[config.mk]
export PLATFORM = sky130hd
export DESIGN_NAME = channel_fifo_receiver
export DESIGN_NICKNAME = d
export VERILOG_FILES = /design/src/rtl/channel_fifo_receiver.sv
export SDC_FILE = /design/constraint.sdc
export NUM_CORES = 1
export LEC_CHECK = 0
export CORE_UTILIZATION = 43
export CTS_CLUSTER_DIAMETER = 200
export DETAILED_ROUTE_END_ITERATION = 10
export REMOVE_ABC_BUFFERS = 1
export SLEW_MARGIN = 20
export SYNTH_ARGS = -nofsm -noshare
export SYNTH_HDL_FRONTEND = slang
export SYNTH_SLANG_ARGS = --single-unit
[constraint.sdc]
create_clock -name clk -period 2.3 [get_ports clk]
set_clock_uncertainty 0.15 [all_clocks]
set_input_delay 0.345 -clock clk [delete_from_list [all_inputs] [get_ports clk]]
set_output_delay 0.345 -clock clk [all_outputs]
set_load 0.03 [all_outputs]
[src/rtl/channel_fifo_receiver.sv]
// channel_fifo_receiver
//
// Receiving end of a valid/data-acknowledge Channel. Words offered by an
// upstream sender are buffered in a Depth-entry circular FIFO and offered
// again on a downstream Channel. This decouples producer and consumer timing
// while still moving one word per cycle on each side. A small monitor watches
// the upstream side and raises a sticky error if the sender withdraws or
// changes a word before it has been acknowledged.
//
// Ports:
//   clk    - clock, every state update happens on its rising edge
//   reset  - asynchronous, active-high reset
//   in_d   - upstream Channel data (N bits)
//   in_v   - upstream Channel valid
//   in_a   - upstream Channel acknowledge (combinational, never depends on out_a)
//   out_d  - downstream Channel data (N bits), head of the FIFO
//   out_v  - downstream Channel valid, high whenever the FIFO holds a word
//   out_a  - downstream Channel acknowledge from the consumer
//   count  - current occupancy, 0..Depth
//   err    - sticky upstream protocol-violation flag, cleared only by reset
//
// A word moves on a rising edge where both valid and acknowledge are high.
// There is no fall-through path, so a pushed word is visible on out_d one
// cycle after it is accepted.

module channel_fifo_receiver #(
  parameter int N     = 8,
  parameter int Depth = 4,
  parameter int CW    = $clog2(Depth + 1)
) (
  input  logic          clk,
  input  logic          reset,
  input  logic [N-1:0]  in_d,
  input  logic          in_v,
  output logic          in_a,
  output logic [N-1:0]  out_d,
  output logic          out_v,
  input  logic          out_a,
  output logic [CW-1:0] count,
  output logic          err
);

  localparam int PtrW = (Depth > 1) ? $clog2(Depth) : 1;
  localparam logic [PtrW-1:0] LastPtr   = PtrW'(Depth - 1);
  localparam logic [CW-1:0]   FullCount = CW'(Depth);

  logic [N-1:0]    mem [Depth];
  logic [PtrW-1:0] wr_ptr;
  logic [PtrW-1:0] rd_ptr;
  logic            full;
  logic            push;
  logic            pop;
  logic            pend;
  logic [N-1:0]    pend_d;

  // Pointers walk 0..Depth-1 and wrap explicitly, so Depth does not have to
  // be a power of two.
  function automatic logic [PtrW-1:0] next_ptr(input logic [PtrW-1:0] p);
    return (p == LastPtr) ? '0 : p + PtrW'(1);
  endfunction

  // Handshake decode. The upstream acknowledge only looks at our own
  // occupancy, never at out_a, so a full FIFO refuses a push even on an edge
  // where it also pops; the freed slot is offered on the following cycle.
  // Reset masks the acknowledge directly so nothing is accepted while it is
  // asserted. The downstream side is driven purely from registered state.
  assign full  = (count == FullCount);
  assign in_a  = ~reset & in_v & ~full;
  assign push  = in_v & in_a;
  assign out_v = (count != '0);
  assign pop   = out_v & out_a;
  assign out_d = mem[rd_ptr];

  // Storage array. It is deliberately left out of reset: the occupancy count
  // and pointers decide what is valid, so stale contents are never exposed.
  always_ff @(posedge clk) begin
    if (push) begin
      mem[wr_ptr] <= in_d;
    end
  end

  // Read/write pointers and occupancy. A simultaneous push and pop advances
  // both pointers and leaves the count unchanged, which is what allows one
  // word per cycle with the count bouncing between 0 and 1.
  always_ff @(posedge clk or posedge reset) begin
    if (reset) begin
      wr_ptr <= '0;
      rd_ptr <= '0;
      count  <= '0;
    end else begin
      if (push) begin
        wr_ptr <= next_ptr(wr_ptr);
      end
      if (pop) begin
        rd_ptr <= next_ptr(rd_ptr);
      end
      if (push && !pop) begin
        count <= count + CW'(1);
      end else if (pop && !push) begin
        count <= count - CW'(1);
      end
    end
  end

  // Upstream protocol monitor. pend remembers that a word was offered but not
  // acknowledged on the previous edge, and pend_d remembers what that word
  // was. A legal sender must keep the same word valid until it is taken, so
  // dropping valid or changing the data while pending latches err. The
  // monitor only reports; it never alters how the FIFO handles the word.
  always_ff @(posedge clk or posedge reset) begin
    if (reset) begin
      pend   <= 1'b0;
      pend_d <= '0;
      err    <= 1'b0;
    end else begin
      pend   <= in_v & ~in_a;
      pend_d <= in_d;
      if (pend && (!in_v || (in_d != pend_d))) begin
        err <= 1'b1;
      end
    end
  end

endmodule

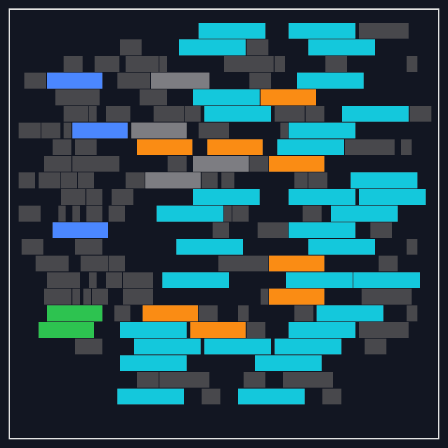
**Above:** run 1 (sequential cells colored by netlist name).
legend:
  blue:
    signal: count
    sequential_cells: 3
  green:
    signal: wr_ptr
    sequential_cells: 2
  cyan:
    signal: mem
    sequential_cells: 32
  orange:
    signal: pend_d
    sequential_cells: 8
not colored: 4
sequential group power: 1.19 mW
Seq area share: 57.40%
Finished Core Util: 54.76%

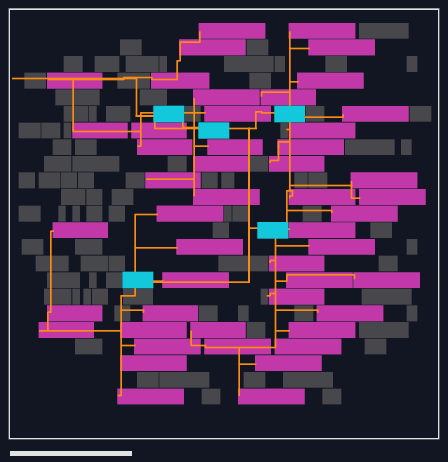
**Above:** run 1 (clock wires, drivers and flops).
Scale bar: 20 um.
legend:
  magenta:
    item: flip-flops
    count: 49
  cyan:
    item: clock drivers
    count: 5
  orange:
    item: clock wires
    length: 453 um
routed clock nets: 6
clock power share: 17.6%
Clock Power: 490 uW
Late-Pin Clk Latency: 0.29 ns

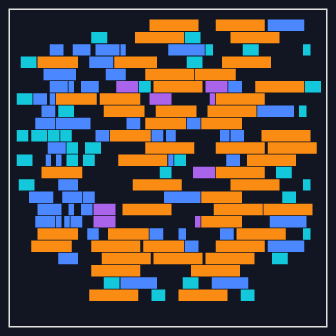
**Above:** run 1 (cells colored by class).
legend:
  purple:
    class: clock drivers and dummy loads
    cells: 8
    share_of_their_area: 3.8%
  blue:
    class: combinational and other logic
    cells: 53
    share_of_their_area: 25%
  orange:
    class: sequential cells
    cells: 49
    share_of_their_area: 59%
  cyan:
    class: remaining buffers and delay cells
    cells: 33
    share_of_their_area: 12%
row count: 24
Core Area: 4414 um2

==> results.sh, run 1 <==
# flow metrics
export IMPL_startpoint_type="flop"
export IMPL_clk_path_buf_depth=2
export IMPL_drt_initial_drc_count=67
export IMPL_hold_ws_ns=0.2790
export IMPL_synth_xor_xnor_area_share_pct=4.840
export IMPL_die_w_um=70.04
export IMPL_syn2layout_area_growth_pct=21.43
export IMPL_highest_layer="met4"
export IMPL_cts_root_buf="clkbuf_8"
export IMPL_wl_met2_um=1721
export IMPL_p_int_mw=1.846
export IMPL_synth_warnings=0
export IMPL_drive_above_1_share_pct=30.07
export IMPL_startpoint="count[1]"
export IMPL_r2r_start="count[1]"
export IMPL_ys_types=23
export IMPL_seq_area_frac_synth_pct=69.64
export IMPL_wl_met1_um=1396
export IMPL_fmax_mhz=448.8
export IMPL_seq_power_share_pct=43.0
export IMPL_cp_depth=2
export IMPL_dpl_hpwl_um=2274
export IMPL_die_h_um=70.04
export IMPL_antenna_found_initial=0
export IMPL_worst_slew_margin_rel_pct=79.14
export IMPL_met1_usage_pct=17.68
export IMPL_cp_top_family="buffers and inverters"
export IMPL_met3_length_um=151
export IMPL_r2r_end="count[2]"
export IMPL_status="complete, no violations"
export IMPL_p_total_mw=2.778
export IMPL_post_route_min_period_ns=2.228
export IMPL_stdcell_count=195
export IMPL_ys_cells=104
export IMPL_p_leak_nw=0.9278
export IMPL_muxShareOfSynthArea_pct=12.63
export IMPL_postLayoutSetupSlackWorst_ns=0.07191
export IMPL_ir_worst_vdd_mv=0.6930
export IMPL_place_area_um2=2347
export IMPL_synth_area_yosys_um2=1991
export IMPL_final_area_um2=2417
export IMPL_placed_cells=186
export IMPL_layout_nonclk_buf_share_pct=11.54
export IMPL_cts_buffers=5
export IMPL_lay_top_cells="edfxtp_1 (32), dfrtp_1 (16), clkdlybuf4s50_1 (16)"
export IMPL_largest_class="flip-flops and latches"
export IMPL_rsz0062_at_grt="false"
export IMPL_num_antenna_cells=0
export IMPL_clock_sinks=49
export IMPL_ctsHoldBuffers=0
export IMPL_ys_flops=49
export IMPL_vias=971
export IMPL_drv_cap=0
export IMPL_ys_sh_adder_pct=4.777
export IMPL_aoi_share_pct=1.948
export IMPL_avgSynthCellArea_um2=19.14
==> run 1: power by group through the flow <==
| stage | Sequential (mW) | Clock (mW) | Combinational (mW) |
|---|---|---|---|
| global placement | 1.21 | 0 | 1.13 |
| finish | 1.19 | 0.490 | 1.09 |
| detailed placement | 1.22 | 0 | 1.16 |
| global route | 1.21 | 0.547 | 1.18 |
| floorplan | 1.28 | 0 | 0.649 |
| CTS | 1.19 | 0.508 | 1.15 |
==> run 1: sequential cells by signal, summed over array words and instances, names as in the netlist <==
signal  cells
pend_d      8
mem        32
err         1
pend        1
wr_ptr      2
rd_ptr      2
count       3
==> run 1: Yosys cell counts, drive strengths merged <==
| cell | number | area (um2) |
|---|---|---|
| o311a | 2 | 32.53 |
| fa | 1 | 20.02 |
| nor3b | 1 | 7.510 |
| mux2 | 5 | 71.32 |
| xnor2 | 2 | 17.52 |
| ha | 6 | 75.07 |
| dfrtp | 17 | 425.4 |
| nand2 | 1 | 11.26 |
| inv | 5 | 18.77 |
| nor2 | 4 | 15.01 |
| edfxtp | 32 | 960.9 |
| mux4 | 8 | 180.2 |
| xor2 | 9 | 78.83 |
| clkbuf | 1 | 3.750 |
| or3 | 1 | 11.26 |
| a31oi | 1 | 6.260 |
| nor3 | 1 | 5.000 |
| nor4 | 1 | 6.260 |
| and2 | 4 | 30.03 |
| buf | 1 | 5.000 |
| and2b | 1 | 8.760 |
==> run 1: worst reg2reg max path, cell delays in order, from the launching register on <==
cell and delay (ns):
dfrtp_1 0.43, or3_4 0.41, nand2_4 0.11, ha_1 0.19
inv_1 0.07, fa_1 0.38, xor2_1 0.15, nor2_1 0.12
xnor2_1 0.13
**Run 1: clock wiring as the flow saved it**

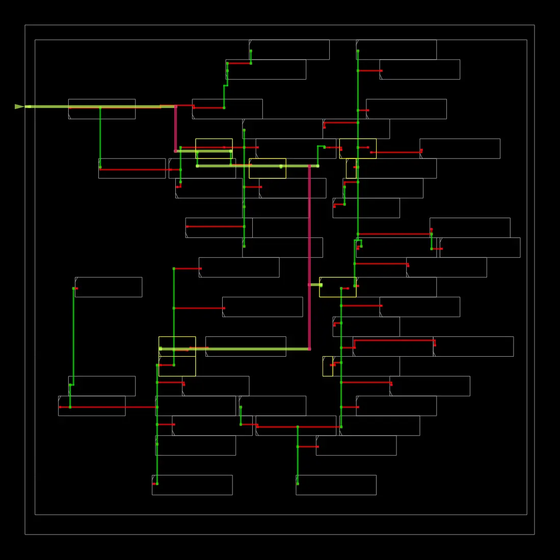

==> inputs of run 2 (changes only) <==
--- a/constraint.sdc
+++ b/constraint.sdc
@@ -4,2 +4,2 @@
 set_output_delay 0.345 -clock clk [all_outputs]
-set_load 0.03 [all_outputs]
+set_load 0.005 [all_outputs]
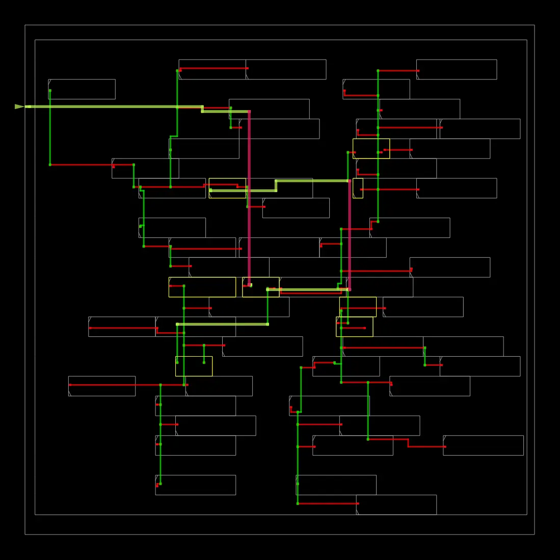
**Above:** run 2 (clock wiring as the flow saved it).
clock buffer count: 8
Clock Power: 575 uW
flop count: 49
CTS buffer count: 5

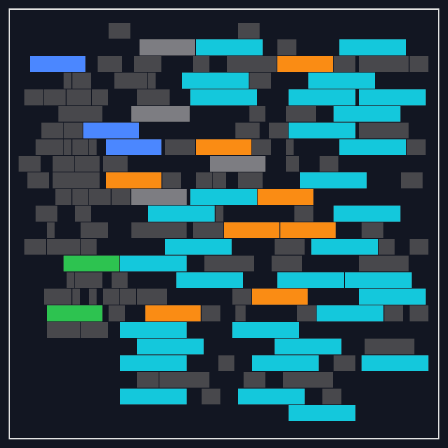
**Above:** run 2 (sequential cells colored by netlist name).
legend:
  green:
    signal: wr_ptr
    sequential_cells: 2
  blue:
    signal: count
    sequential_cells: 3
  orange:
    signal: pend_d
    sequential_cells: 8
  cyan:
    signal: mem
    sequential_cells: 32
Finished Core Util: 56.58%
sequential group power: 1.20 mW

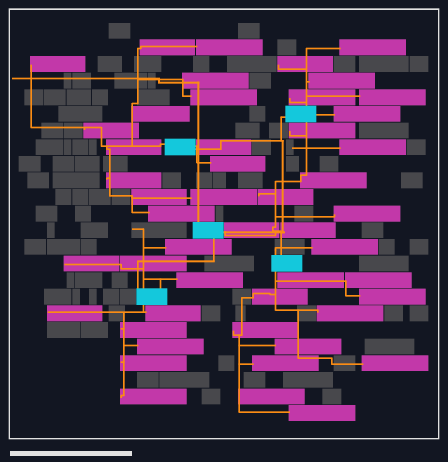
**Above:** run 2 (clock wires, drivers and flops).
Scale bar: 20 um.
legend:
  magenta:
    item: flip-flops
    count: 49
  orange:
    item: clock wires
    length: 529 um
  cyan:
    item: clock drivers
    count: 5
routed clock nets: 6
clock power share: 21.4%

==> results.sh, run 2 <==
# flow metrics
export IMPL_status="complete, no violations"
export IMPL_synth_xor_xnor_area_share_pct=4.840
export IMPL_synth_warnings=0
export IMPL_r2r_start="count[1]"
export IMPL_largest_register_ffs=32
export IMPL_cp_top_family="simple AND/OR/NAND/NOR gates"
export IMPL_most_common_cell="edfxtp_1"
export IMPL_core_um2=4414
export IMPL_clock_sinks=49
export IMPL_antenna_found_initial=0
export IMPL_regMostFlops="mem"
export IMPL_finalClockPeriodUsage_pct=95.91
export IMPL_seq_area_frac_synth_pct=69.64
export IMPL_ys_flop_type="edfxtp_1"
export IMPL_slowest_delay_ns=0.44
export IMPL_critPathRequiredTime_ns=2.37
export IMPL_async_flop_share_pct=34.69
export IMPL_placed_cells=187
export IMPL_worst_slew_margin_rel_pct=81.78
export IMPL_postRouteAntennaNets=0
export IMPL_drive_above_1_share_pct=28.57
export IMPL_clk_latency_ns=0.29
export IMPL_drv_cap=0
export IMPL_row_count=24
export IMPL_synth_top_area_share_pct=48.27
export IMPL_p_int_mw=1.968
export IMPL_top_regs="mem x32, pend_d x8, count x3"
export IMPL_synthTopCellsByArea="edfxtp_1 (48%), dfrtp_1 (21%), mux4_2 (9.1%)"
export IMPL_ctsHoldBuffers=0
export IMPL_aoi_share_pct=1.948
export IMPL_lay_top_cells="edfxtp_1 (32), clkdlybuf4s50_1 (17), dfrtp_1 (16)"
export IMPL_avgSynthCellArea_um2=19.14
export IMPL_place_area_um2=2357
export IMPL_stdcell_count=199
export IMPL_cp_depth=8
export IMPL_p_comb_uw=909
export IMPL_synthTopCellsByCount="edfxtp_1 (32), dfrtp_1 (17), xor2_1 (9)"
export IMPL_cp_max_fo=5
export IMPL_ir_worst_vdd_mv=0.6056
export IMPL_ios=26
export IMPL_vias=995
export IMPL_die_h_um=70.04
export IMPL_maxPowerGroup="registers"
export IMPL_rsz0062_at_grt="false"
export IMPL_ys_sh_adder_pct=4.777
export IMPL_drt_initial_drc_count=75
export IMPL_gp_congestion=0.6925
export IMPL_r2r_end="count[2]"
export IMPL_syn2layout_area_growth_pct=25.46
export IMPL_num_antenna_cells=0
export IMPL_ys_flops=49
export IMPL_portBuffers=25
export IMPL_ys_cells=104
export IMPL_cts_root_buf="clkbuf_8"
export IMPL_ys_types=23
export IMPL_p_leak_nw=0.9658
export IMPL_yosysTopAreaCell="edfxtp_1"
export IMPL_clk_path_buf_depth=2
export IMPL_wl_per_cell_um=16.55
export IMPL_post_route_min_period_ns=2.206
export IMPL_fmax_mhz=453.3
export IMPL_muxShareOfSynthArea_pct=12.63
export IMPL_final_area_um2=2497
export IMPL_die_w_um=70.04
export IMPL_grt_pass1_wl_um=5319
export IMPL_seq_power_share_pct=44.7
export IMPL_synth_edff_count=32
export IMPL_synth_area_yosys_um2=1991
export IMPL_hold_ws_ns=0.2252
export IMPL_viasPerCell=5.000
export IMPL_startpoint_type="flop"
export IMPL_grt_max_degree=15
run 2: cell types whose count changed in the layout (fill, tap and decap cells not counted):
cell | before | now
dlygate4sd2_1 | 3 | 8
buf_6 | 0 | 2
buf_4 | 9 | 10
buf_2 | 5 | 0
clkbuf_16 | 0 | 1
clkbuf_1 | 2 | 1
clkdlybuf4s50_1 | 16 | 17
run 2: worst max-delay path by stage:
| stage | from | to |
|---|---|---|
| 6_report | count[1] | count[2] |
| 5_1_grt | count[1] | count[2] |
| 4_1_cts | rd_ptr[0] | out_d[6] |
| 3_5_place_dp | reset | count[2] |
| 3_3_place_gp | reset | count[2] |
| 2_1_floorplan | reset | count[2] |
run 2: area by class of cell:
type	count	area share, %
Clock buffer	8	4.459
Sequential cell	49	55.56
Tap cell	52	2.605
Multi-Input combinational cell	48	23.10
Timing Repair Buffer	37	13.53
Inverter	5	0.7515
run 2: cells by family after synthesis:
family | after synthesis
xor+xnor | 11
compound gates | 3
fa+ha+maj | 7
buf+inv | 7
flops | 49
mux | 13
simple gates | 14
run 2: timing repair:
item	4_1_cts	5_1_grt
resized	11	0
buffers inserted	4	0
endpoints found under the hold margin	0	0
endpoints found under the setup margin	8	0
run 2: metal layers:
metal / GRT usage (%) / wire, um / vias up
met2: 24.68 / 1626 / 23
met1: 18.48 / 1493 / 497
met5: 0 / 0 / -
li1: - / - / 471
met4: 6.667 / 38 / 0
met3: 3.463 / 135 / 4
run 2: through the flow:
step / setup slack, ns / total power [mW] / setup TNS, ns
4_1_cts: 0.06049 / 2.729 / 0
6_report: 0.09396 / 2.686 / 0
3_3_place_gp: 0.06856 / 2.110 / 0
3_5_place_dp: -0.01860 / 2.145 / -0.01860
2_1_floorplan: 0.01418 / 1.689 / 0
5_1_grt: 0.01459 / 2.827 / 0
Power is estimated from default activity; no workload was simulated.
